**config.mk**
```make
export PLATFORM = sky130hd
export DESIGN_NAME = if_fetch_stage
export DESIGN_NICKNAME = d
export VERILOG_FILES = /design/src/rtl/pipeline_pkg.sv /design/src/rtl/if_id_reg.sv /design/src/rtl/if_fetch_stage.sv
export SDC_FILE = /design/constraint.sdc
export NUM_CORES = 1
export LEC_CHECK = 0
export CORE_MARGIN = 10
export CORE_UTILIZATION = 40
export CTS_CLUSTER_SIZE = 25
export DETAILED_ROUTE_END_ITERATION = 6
export GPL_TIMING_DRIVEN = 0
export SYNTH_ARGS = -nofsm -noshare
export SYNTH_HDL_FRONTEND = slang
export SYNTH_SLANG_ARGS = --single-unit
```
**constraint.sdc**
```tcl
create_clock -name clk -period 13.7 [get_ports clk]
set_input_delay 4.11 -clock clk [delete_from_list [all_inputs] [get_ports clk]]
set_output_delay 4.11 -clock clk [all_outputs]
set_load 0.05 [all_outputs]
```
**src/rtl/pipeline_pkg.sv**
```systemverilog
// Shared pipeline definitions: NOP encoding, fetch FSM states, default reset PC.
package pipeline_pkg;

    localparam logic [31:0] NOP_INSTR        = 32'h0000_0000;
    localparam logic [31:0] DEFAULT_RESET_PC = 32'h0000_0000;

    typedef enum logic [1:0] {
        FETCH = 2'd0,
        HOLD  = 2'd1,
        DRAIN = 2'd2
    } fetch_state_e;

    function automatic logic [31:0] word_align(input logic [31:0] addr);
        return {addr[31:2], 2'b00};
    endfunction

endpackage

```
**src/rtl/if_id_reg.sv**
```systemverilog
// IF/ID pipeline register: flush (bubble) beats load, otherwise holds.
module if_id_reg
    import pipeline_pkg::*;
(
    input  logic        clk,
    input  logic        rst,
    input  logic        load_en,
    input  logic        flush,
    input  logic [31:0] instr_in,
    input  logic [31:0] pc_plus4_in,
    input  logic        valid_in,
    output logic [31:0] instr,
    output logic [31:0] pc_plus4,
    output logic        valid
);

    always_ff @(posedge clk or posedge rst) begin
        if (rst) begin
            instr    <= NOP_INSTR;
            pc_plus4 <= 32'h0000_0000;
            valid    <= 1'b0;
        end else if (flush) begin
            instr    <= NOP_INSTR;
            pc_plus4 <= 32'h0000_0000;
            valid    <= 1'b0;
        end else if (load_en) begin
            instr    <= instr_in;
            pc_plus4 <= pc_plus4_in;
            valid    <= valid_in;
        end
    end

endmodule

```
**src/rtl/if_fetch_stage.sv**
```systemverilog
// Instruction fetch: PC, imem request FSM (FETCH/HOLD/DRAIN) and a one-entry skid
// buffer that parks a word fetched while the pipeline is stalled.
module if_fetch_stage
    import pipeline_pkg::*;
#(
    parameter logic [31:0] RESET_PC = DEFAULT_RESET_PC
) (
    input  logic        clk,
    input  logic        rst,
    input  logic        PC_IFWrite,
    input  logic        branch_taken,
    input  logic [31:0] branch_target,
    output logic        imem_req,
    output logic [31:0] imem_addr,
    input  logic        imem_ready,
    input  logic [31:0] imem_rdata,
    output logic [31:0] instr_id,
    output logic [31:0] pc_plus4_id,
    output logic        valid_id
);

    fetch_state_e state, state_nxt;
    logic [31:0]  pc, pc_nxt;
    logic [31:0]  drain_addr, drain_addr_nxt;
    logic [31:0]  skid_instr, skid_instr_nxt;
    logic [31:0]  skid_pc4, skid_pc4_nxt;
    logic         skid_vld, skid_vld_nxt;
    logic [31:0]  pc_plus4;
    logic         xfer;

    logic         id_load, id_flush, id_valid;
    logic [31:0]  id_instr, id_pc4;

    assign pc_plus4  = pc + 32'd4;
    assign imem_req  = ~rst & (state != HOLD);
    // DRAIN keeps presenting the abandoned address until memory answers it.
    assign imem_addr = (state == DRAIN) ? drain_addr : pc;
    assign xfer      = imem_req & imem_ready;

    always_comb begin
        state_nxt      = state;
        pc_nxt         = pc;
        drain_addr_nxt = drain_addr;
        skid_instr_nxt = skid_instr;
        skid_pc4_nxt   = skid_pc4;
        skid_vld_nxt   = skid_vld;
        id_load        = 1'b0;
        id_flush       = 1'b0;
        id_instr       = imem_rdata;
        id_pc4         = pc_plus4;
        id_valid       = 1'b1;

        if (branch_taken) begin
            pc_nxt       = word_align(branch_target);
            skid_vld_nxt = 1'b0;
            id_flush     = 1'b1;
            case (state)
                FETCH: begin
                    if (!xfer) begin
                        drain_addr_nxt = pc;
                        state_nxt      = DRAIN;
                    end
                end
                HOLD:    state_nxt = FETCH;
                DRAIN:   if (xfer) state_nxt = FETCH;
                default: state_nxt = FETCH;
            endcase
        end else begin
            case (state)
                FETCH: begin
                    if (xfer) begin
                        pc_nxt = pc_plus4;
                        if (PC_IFWrite) begin
                            id_load = 1'b1;
                        end else begin
                            skid_instr_nxt = imem_rdata;
                            skid_pc4_nxt   = pc_plus4;
                            skid_vld_nxt   = 1'b1;
                            state_nxt      = HOLD;
                        end
                    end else if (PC_IFWrite) begin
                        id_flush = 1'b1;
                    end
                end
                HOLD: begin
                    if (PC_IFWrite) begin
                        id_load      = 1'b1;
                        id_instr     = skid_instr;
                        id_pc4       = skid_pc4;
                        id_valid     = skid_vld;
                        skid_vld_nxt = 1'b0;
                        state_nxt    = FETCH;
                    end
                end
                DRAIN: begin
                    if (xfer) state_nxt = FETCH;
                end
                default: state_nxt = FETCH;
            endcase
        end
    end

    always_ff @(posedge clk or posedge rst) begin
        if (rst) begin
            state      <= FETCH;
            pc         <= RESET_PC;
            drain_addr <= 32'h0000_0000;
            skid_instr <= NOP_INSTR;
            skid_pc4   <= 32'h0000_0000;
            skid_vld   <= 1'b0;
        end else begin
            state      <= state_nxt;
            pc         <= pc_nxt;
            drain_addr <= drain_addr_nxt;
            skid_instr <= skid_instr_nxt;
            skid_pc4   <= skid_pc4_nxt;
            skid_vld   <= skid_vld_nxt;
        end
    end

    if_id_reg u_if_id_reg (
        .clk         (clk),
        .rst         (rst),
        .load_en     (id_load),
        .flush       (id_flush),
        .instr_in    (id_instr),
        .pc_plus4_in (id_pc4),
        .valid_in    (id_valid),
        .instr       (instr_id),
        .pc_plus4    (pc_plus4_id),
        .valid       (valid_id)
    );

endmodule

```
**Signal wires on met2**

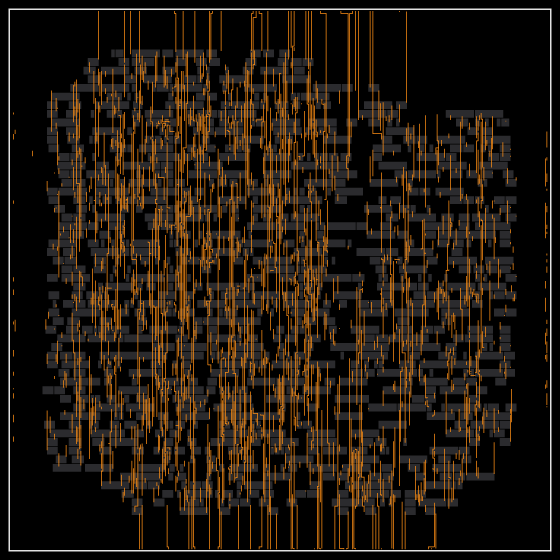
share of all routed wire: 44%
longest straight run: 86.7 µm

==> GITHUB_STEP_SUMMARY <==
### Yosys + OpenROAD results

| Metric | Value |
|---|---|
| Outcome | `finished, final reports clean` |
| Period utilization | `around three quarters` |
| Uppermost layer routed | `met4` |
| Met3 wirelength from detailed routing | `~1600 µm` |
| Post_cts resized | `0` |
| IO buf count | `between 150 and 200` |
| Total track usage | `between 10% and 20%` |
| Die Wd | `roughly 170 µm` |
| Die Size | `between 0.02 and 0.03 mm²` |
| Clock Tree Buf Depth | `2` |
| Max cap viols | `0` |
| Combinational share of power | `23.0%` |
| TritonRoute pass-1 iters | `5` |
| DRT Wirelength | `around 25000 µm` |
| Commonest register cell after synthesis | `dfrtp_1` |
| YS chip area | `around 0.0090 mm²` |
| XORs/XNORs by Area | `5.348%` |
| DRC viols | `0` |
| Max Slew Vio Count | `0` |
| Initial DRC Count | `just under 500` |
| CTS root buffer | `clkbuf_16` |
| PD cells | `roughly 140 mW/mm²` |
| Simple-gate share of the synthesized area | `11.90%` |
| Comb area leader | `multiplexers` |
| Ant. Diodes | `0` |
| CP Data Arrival Time | `between 6 and 7 ns` |
| Int Pwr | `1108 µW` |
| Worst-skew pair later-pin latency | `~0.43 ns` |
| First-pass GRT wire length | `38780 µm` |
| Setup bufs post-CTS | `0` |
| CP bufs+invs | `3` |
| Num tapcells | `between 200 and 300` |
| Largest class | `registers` |
| Sequential share of power | `between 40% and 50%` |
| HP Start | `u_if_id_reg.valid` |
| Placed insts | `1277` |
| Initial antenna violation count | `0` |
| Switching Share | `30.49%` |
| Sequential cell power | `703 µW` |
| AO/OA Area Share | `about a tenth` |
| Core area | `between 0.02 and 0.025 mm²` |
| Slack of the critical path | `3.326 ns` |
| Non-clk buf share | `17.06%` |
| Syn-to-layout area delta | `29.10%` |
| Required @ worst endpoint | `9.59 ns` |
| Vias in the first global route | `between 6000 and 7000` |
| Synth cell types | `approximately 48` |
| Setup-failing EPs final | `0` |
| Cell count after synthesis | `between 800 and 900` |
| Crit. End Element | `output pin` |
| Die height | `around 170 µm` |
| Clock net sink count | `approximately 190` |
| Fin nets | `between 1000 and 1500` |
| Worst path max stage delay | `about 0.86 ns` |
| Worst r2r src | `pc[2]` |
| Yosys adder share | `less than 1%` |
| # clk buffers | `18` |
| Async SR Flop Fraction | `100.0%` |
| Max frequency | `around 0.096 GHz` |
| Worst-path cell chain | `clkdlybuf4s50_1 > inv_8 > o21a_1 > clkdlybuf4s50_1` |
| WL per Instance | `18.79 µm` |
| Startpoint Class | `input port` |
| Synth flops | `about 190` |
| Met2 wire length | `10790 µm` |
| Post-synth mux share | `approximately 15%` |
| Worst hold path class | `flip-flop to flip-flop` |
| Clk pwr share | `between 30% and 40%` |
| Vias | `approximately 6800` |
| Most used cell, CP | `clkdlybuf4s50_1` |
| Clk pin slew, worst setup/hold paths | `roughly 0.070 ns` |
| RSZ-0062 raised after global routing | `false` |
| Power Clock | `between 500 and 600 µW` |
| Hold Vio Cnt, Final | `0` |
| Synthesized area | `about 0.0090 mm²` |
| Delay-heaviest family, CP | `buffers and inverters` |
| Crit Path Class | `input port to output pin` |
| Most numerous logic cells after layout | `192 x dfrtp_1, 161 x clkdlybuf4s50_1, 91 x nand2_1, 81 x mux2_2, 79 x o21ai_0` |
| Syn Area/Cell | `around 11 µm²` |
| NetSw | `between 400 and 500 µW` |
| Seq/total area | `between 40% and 50%` |
| Inverters | `4` |
| Worst Tran Pin Value | `0.9197 ns` |
| Post-layout minimum cycle time | `around 10 ns` |
| Worst Skew | `roughly 0.012 ns` |
| Row count | `roughly 54` |
| # fillers | `2011` |
| Non-clk bufs | `232` |
| H-tree depth | `4` |
| R2r setup slk | `roughly 11 ns` |
| Vias per Instance | `roughly 5.2` |
| Combinational power | `366 µW` |
| Gpl congestion | `approximately 0.81` |
| Dpl ws | `3.317 ns` |
| Rel. slew slack | `a little under two fifths` |
| Tool warnings | `30` |
| Grt ovf | `0` |
| Fp util | `between 40% and 50%` |
| Commonest Layout Cell | `dfrtp_1` |
| Top pwr grp | `sequential cells` |
| Combinational gate area | `~0.0038 mm²` |
| Hold Path Depth | `2` |
| Worst Hold Endpoint | `u_if_id_reg.valid` |
| Layout cell share with drive strength beyond 1 | `14.97%` |
| Yosys cell count | `834` |
| Met1 Wirelength | `about 12000 µm` |
| Lkg Pwr | `0.004701 µW` |
| Worst VDD drop | `between 70 and 80 µV` |
| Post-synth EDFFs | `0` |
| Critical Path Fanout Max | `approximately 76` |
| CTS Buf Count | `17` |
| Register share after synthesis | `between 50 and 60%` |
| Multi-input combinational area share | `33.07%` |
| CTS tree | `yes` |
| Cts hold-fix bufs | `0` |
| Ys Warns | `0` |
| Reg2reg path depth | `6` |
| Post-DP HPWL | `roughly 18000 µm` |
| DRT antenna net count | `0` |
| Fin cells | `about 1300` |
| Seq Cell Count | `192` |
| Critical path's slowest cell | `clkdlybuf4s50_1` |
| RR Endpoint | `u_if_id_reg.pc_plus4[30]` |
| Combinational Gates | `roughly 570` |
| Top-Level Pins | `roughly 170` |
| FF/Latch Area | `a little under 0.005 mm²` |
| Largest net degree at the start of global routing | `119` |
| Clock-cell share of area | `5.337%` |
**M1 wires**

The bar under the picture is 50 µm long. Supply wires on this layer in grey.
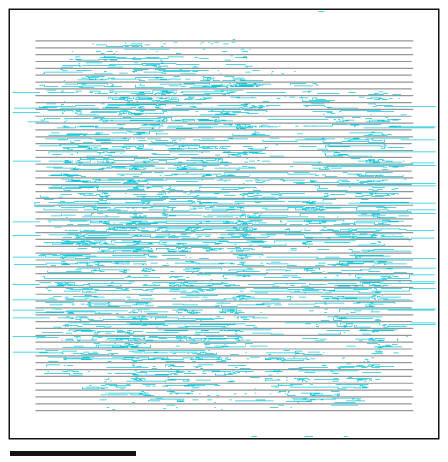
wire length on this layer: 11700 µm
main direction: horizontal

[stage by stage]
| stage | power [µW] | hold WS, ns | setup TNS (ns) | area, µm² | utilization (%) |
|---|---|---|---|---|---|
| after global routing | 1669 | 0.4999 | 0 | 11630 | 52.96 |
| after detailed placement | 1083 | 0.4599 | 0 | 11010 | 50.13 |
| after global placement | 1075 | 0.4507 | -2.115 | 10970 | 49.97 |
| after CTS | 1611 | 0.4750 | 0 | 11630 | 52.96 |
| final | 1594 | 0.4675 | 0 | 11630 | 52.96 |
| after floorplan | 963.2 | 0.4579 | 0 | 9011 | - |
[metal layers]
metal / up-vias / global-route usage [%]
met5: - / 0
met4: 0 / 5.149
met3: 28 / 4.951
met2: 190 / 25.40
met1: 3303 / 23.10
li1: 3273 / -
[Yosys cell counts, types with 2 or more instances]
cell / count / share of area, %
and2_1: 2 / 0.14
a31oi_1: 3 / 0.21
buf_4: 8 / 0.67
buf_1: 2 / 0.083
nand3_1: 23 / 1.3
nor3_1: 11 / 0.61
a32oi_1: 4 / 0.39
nand3_2: 2 / 0.22
dfrtp_1: 192 / 53
buf_2: 18 / 1.0
a22o_1: 4 / 0.39
o21ai_1: 13 / 0.72
buf_6: 4 / 0.50
mux2_2: 81 / 10
mux2i_1: 34 / 3.8
xor2_1: 35 / 3.4
nor2b_1: 5 / 0.35
inv_1: 4 / 0.17
xnor2_1: 20 / 1.9
and4_1: 2 / 0.19
nor2_1: 51 / 2.1
nand2_1: 91 / 3.8
or3_1: 2 / 0.14
nor3_4: 2 / 0.36
o21ai_0: 79 / 4.4
a22oi_1: 16 / 1.3
a21oi_1: 38 / 2.1
nor4_1: 3 / 0.21
clkbuf_1: 38 / 1.6
nand4_1: 18 / 1.3
and3_1: 3 / 0.21
mux2_1: 10 / 1.3
[state kept, by name, summed over array words and instances, names as in the netlist]
| signal | cells |
|---|---|
| drain_addr | 30 |
| pc | 30 |
| skid_instr | 32 |
| skid_pc4 | 32 |
| skid_vld | 1 |
| state | 2 |
| u_if_id_reg.instr | 32 |
| u_if_id_reg.pc_plus4 | 32 |
| u_if_id_reg.valid | 1 |
[cells by family (layout without fill, tap and decap cells)]
group	count (synthesis)	after routing
other cells	1	2
compound gates	163	163
fa+ha+maj	1	1
xor+xnor	55	55
buf+inv	74	268
flops	192	192
simple gates	223	223
mux	125	125
[how the worst max path moves through the flow]
| stage | from | endpoint | slack, ns | cells after the start |
|---|---|---|---|---|
| 2_1_floorplan | rst | imem_req | 0.81 | 2 |
| 3_3_place_gp | rst | imem_req | -2.12 | 4 |
| 3_5_place_dp | rst | imem_req | 3.32 | 4 |
| 4_1_cts | rst | imem_req | 3.31 | 4 |
| 5_1_grt | rst | imem_req | 3.24 | 4 |
| 6_report | rst | imem_req | 3.33 | 4 |
[worst register-to-register path: cells and delay by family (launching register included)]
kind,cells,cell delay [ns]
adder cells (fa/ha/maj),1,0.34
AND-OR/OR-AND,1,0.11
XOR/XNOR,1,0.31
AND/OR/NAND/NOR,3,1.27
flip-flops,1,0.57
Power figures rest on the tool's default switching activity, not on a simulated workload.
